Design fetch_stage, sky130hd; sources not shown.
placement_by_type.png
Scale bar: 50 µm. Fill, decap, tap and diode cells in grey.
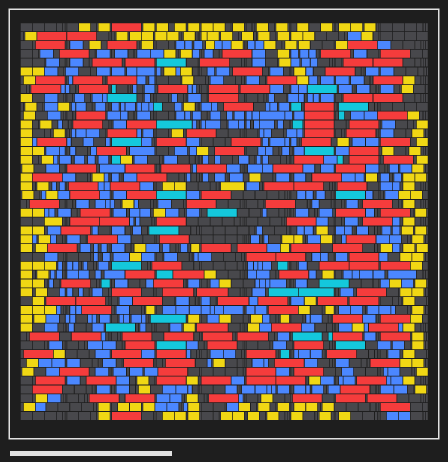
Key: red = sequential cells [cells 163, share of their area 39%]; cyan = clock drivers and dummy loads [cells 32, share of their area 5.8%]; yellow = remaining buffers and delay cells [cells 208, share of their area 20%]; blue = combinational and other logic [cells 442, share of their area 35%]
post-layout util: 0.695
Seq/total area: 0.382
final instance area: 10700 µm²
Core Region: 15400 µm²
FP Rows: 45

cell_density.png
13 x 13 tiles, from white (low) to dark blue (high), 0 to 100% covered.
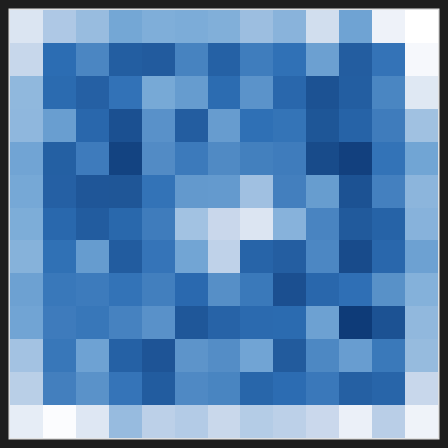
The mean over all tiles is 60%. The fullest tile reaches 96%. 30% of the tiles are over 75% full. 1.2% of the tiles are nearly empty.
Pre-Place Util: 0.515

io_fan.png
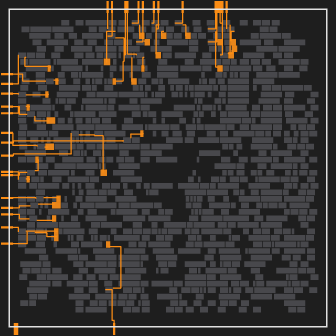
Key: orange = `branch_target` [bits 32, direction input, edge 15 left, 14 top, 3 bottom, end cells 30, buffers 30, wire 670 µm]
I/O pin count: 204
IO buf count: 199

congestion.png
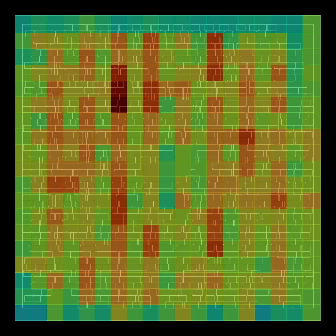
GR peak layer: met2
M3 GR Usage: 0.0603

layer_met1.png
Supply wires on this layer in grey.
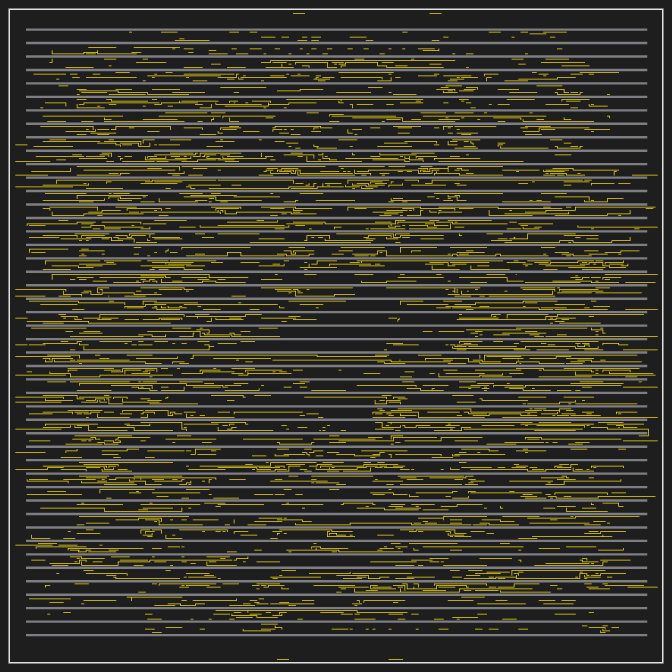
The wires run mostly horizontal. The layer carries 8690 µm of wire. The longest straight run is 37.3 µm. The layer holds 44% of the routed length.
Vias: 5727
met1 Resource Use GR: 0.309

==> job_summary.md <==
### Yosys + OpenROAD results

| Metric | Value |
|---|---|
| Gr usage total | `0.228` |
| Fmax | `~170 MHz` |
| FFs w/ async S/R, synth | `1.00` |
| Post-Layout Cell Count | `1056` |
| GRT overflow | `0` |
| Max cap viols | `0` |
| Synth mux share | `0.249` |
| Compound-Gate Fraction of Synth Area | `0.0734` |
| Chip area | `between 15000 and 20000 µm²` |
| Yosys cell count | `645` |
| Synth Instances | `approximately 650` |
| Syn_nets | `751` |
| Avg Cell Area, Syn | `12.3 µm²` |
| R2r worst-path depth | `4` |
| Setup Buffers After CTS | `0` |
| Number of remaining DRC errors | `0` |
| Fill count | `1125` |
| Slew @ Worst Pin | `1.10 ns` |
| Simple-Gate Area Share | `0.0991` |
| Number of enable flip-flop cells | `0` |
| Int Pwr | `1060 µW` |
| CTS tree | `yes` |
| CP required | `11.14 ns` |
| Share of post-route cells with drive strength above 1 | `0.228` |
| Final setup viols | `0` |
| Setup repair after global routing missed its margin | `false` |
| Chip Width | `about 130 µm` |
| Pins Over Slew Limit | `0` |
| Cycle use final | `0.438` |
| Peak supply drop | `0.0929 mV` |
| Nets | `938` |
| Xor+xnor area frac | `0.0310` |
| Placed cell areas | `10100 µm²` |
| CP Max Fanout | `15` |
| Routability Congestion | `0.799` |
| Adder Area Share | `0.00158` |
| PostCTS Resize Cnt | `0` |
| Cell Type Count | `52` |
| Yosys chip area | `7910 µm²` |
| Antenna violations before repair | `0` |
| Rel. slew slack | `0.264` |
| First-pass GRT wire length | `31900 µm` |
| Tool warning count | `30` |
| Arr. time, crit path | `about 3.8 ns` |
| Crit path launch type | `primary input` |
| 1st-iter DRT viols | `a little under 300` |
| Min Tclk post-route | `5.74 ns` |
| Die Span Y | `132 µm` |
| HP Class | `register to register` |
| CTS Buf Count | `17` |
| WL final | `19600 µm` |
| Status | `complete, no violations` |
| Most common reg cell | `dfrtp_1` |
| Worst-Skew Late Latency | `0.42 ns` |
| Lkg Pwr | `roughly 0.0044 µW` |
| Sequential Power Share | `0.445` |
| DR pass1 iterations | `4` |
| CTS H-tree lvls | `4` |
| Post-synth seq share | `0.516` |
| Ys flops | `163` |
| Setup TNS | `0 ns` |
| Wire per inst | `18.5 µm` |
| Hold Fails Final Rpt | `0` |
cell type report:
cell class,count,area (µm²),area share
Clock buffer,20,447,0.0418
Tap cell,211,264,0.0247
Sequential cell,163,4090,0.382
Timing Repair Buffer,208,2070,0.194
Clock inverter,12,156,0.0146
Multi-Input combinational cell,431,3610,0.338
Inverter,11,46.3,0.00433
power by group through the flow:
stage	Sequential, µW	Clock, µW	Combinational (µW)
floorplan	629	0	156
global placement	633	0	278
detailed placement	639	0	285
CTS	631	513	287
global route	642	534	307
finish	631	505	284
stage by stage:
step / hold slack, ns / setup WS, ns / power (µW)
after global routing: 0.510 / 7.31 / 1480
after detailed placement: 0.470 / 6.93 / 924
final: 0.489 / 7.36 / 1420
after CTS: 0.490 / 7.37 / 1430
after floorplan: 0.452 / 6.74 / 785
after global placement: 0.464 / 7.02 / 911
placed cells by master, fill, tap and decap left out, types with 5 or more instances in the layout:
| cell | instances |
|---|---|
| a211oi_1 | 24 |
| a21oi_1 | 19 |
| a31oi_1 | 13 |
| buf_4 | 7 |
| clkbuf_16 | 17 |
| clkdlybuf4s50_1 | 198 |
| dfrtp_1 | 157 |
| dfstp_2 | 6 |
| inv_1 | 9 |
| mux2_2 | 125 |
| mux2i_1 | 52 |
| nand2_1 | 52 |
| nand3_1 | 6 |
| nand4_1 | 7 |
| nor2_1 | 17 |
| nor2b_1 | 10 |
| nor3_1 | 7 |
| o21ai_0 | 14 |
| o221ai_1 | 5 |
| xnor2_1 | 21 |
| xor2_1 | 7 |
worst max-delay path, cell delays in order:
cell	delay [ns]
clkdlybuf4s50_1	0.58
o21bai_2	0.16
inv_1	0.42
clkdlybuf4s50_1	0.64
cells in the mapped netlist, types with 2 or more instances:
cell        n  share of area
a21oi_1    19          0.012
nor2_1     19         0.0090
and2_1      4         0.0032
dfstp_2     6          0.020
nor4_4      2         0.0054
and3_1      5         0.0040
dfrtp_1   157           0.50
nand2_1    52          0.025
clkbuf_1   16         0.0076
and4_4      2         0.0028
xor2_1      7         0.0077
nor4_2      4         0.0063
nor3_1      7         0.0044
a211oi_1   24          0.023
buf_2      19          0.012
o221ai_1    5         0.0055
nor2b_1    11         0.0087
inv_1      10         0.0047
mux2i_1    52          0.066
nand3_1     6         0.0038
buf_4       2         0.0019
mux2_2    125           0.18
o31ai_1     4         0.0038
o211ai_1    3         0.0028
mux2_1      4         0.0057
o21ai_0    14         0.0089
a31oi_1    13          0.010
buf_1       2        0.00095
nand4_1     7         0.0055
nor3b_1     2         0.0019
xnor2_1    21          0.023
cells by family after synthesis:
kind of cell	after synthesis
AND-OR/OR-AND	88
XOR/XNOR	28
adder cells (fa/ha/maj)	1
buffers and inverters	51
flip-flops	163
multiplexers	181
AND/OR/NAND/NOR	133
layer usage:
| metal | vias up | part of all wire | routed length (µm) | GRT usage |
|---|---|---|---|---|
| met5 | - | 0 | 0 | 0 |
| met4 | 0 | 0.0067 | 131 | 0.0543 |
| met3 | 11 | 0.065 | 1270 | 0.0603 |
| met2 | 178 | 0.48 | 9470 | 0.370 |
| met1 | 2838 | 0.44 | 8690 | 0.309 |
| li1 | 2700 | - | - | - |
Power is estimated from default activity; no workload was simulated.
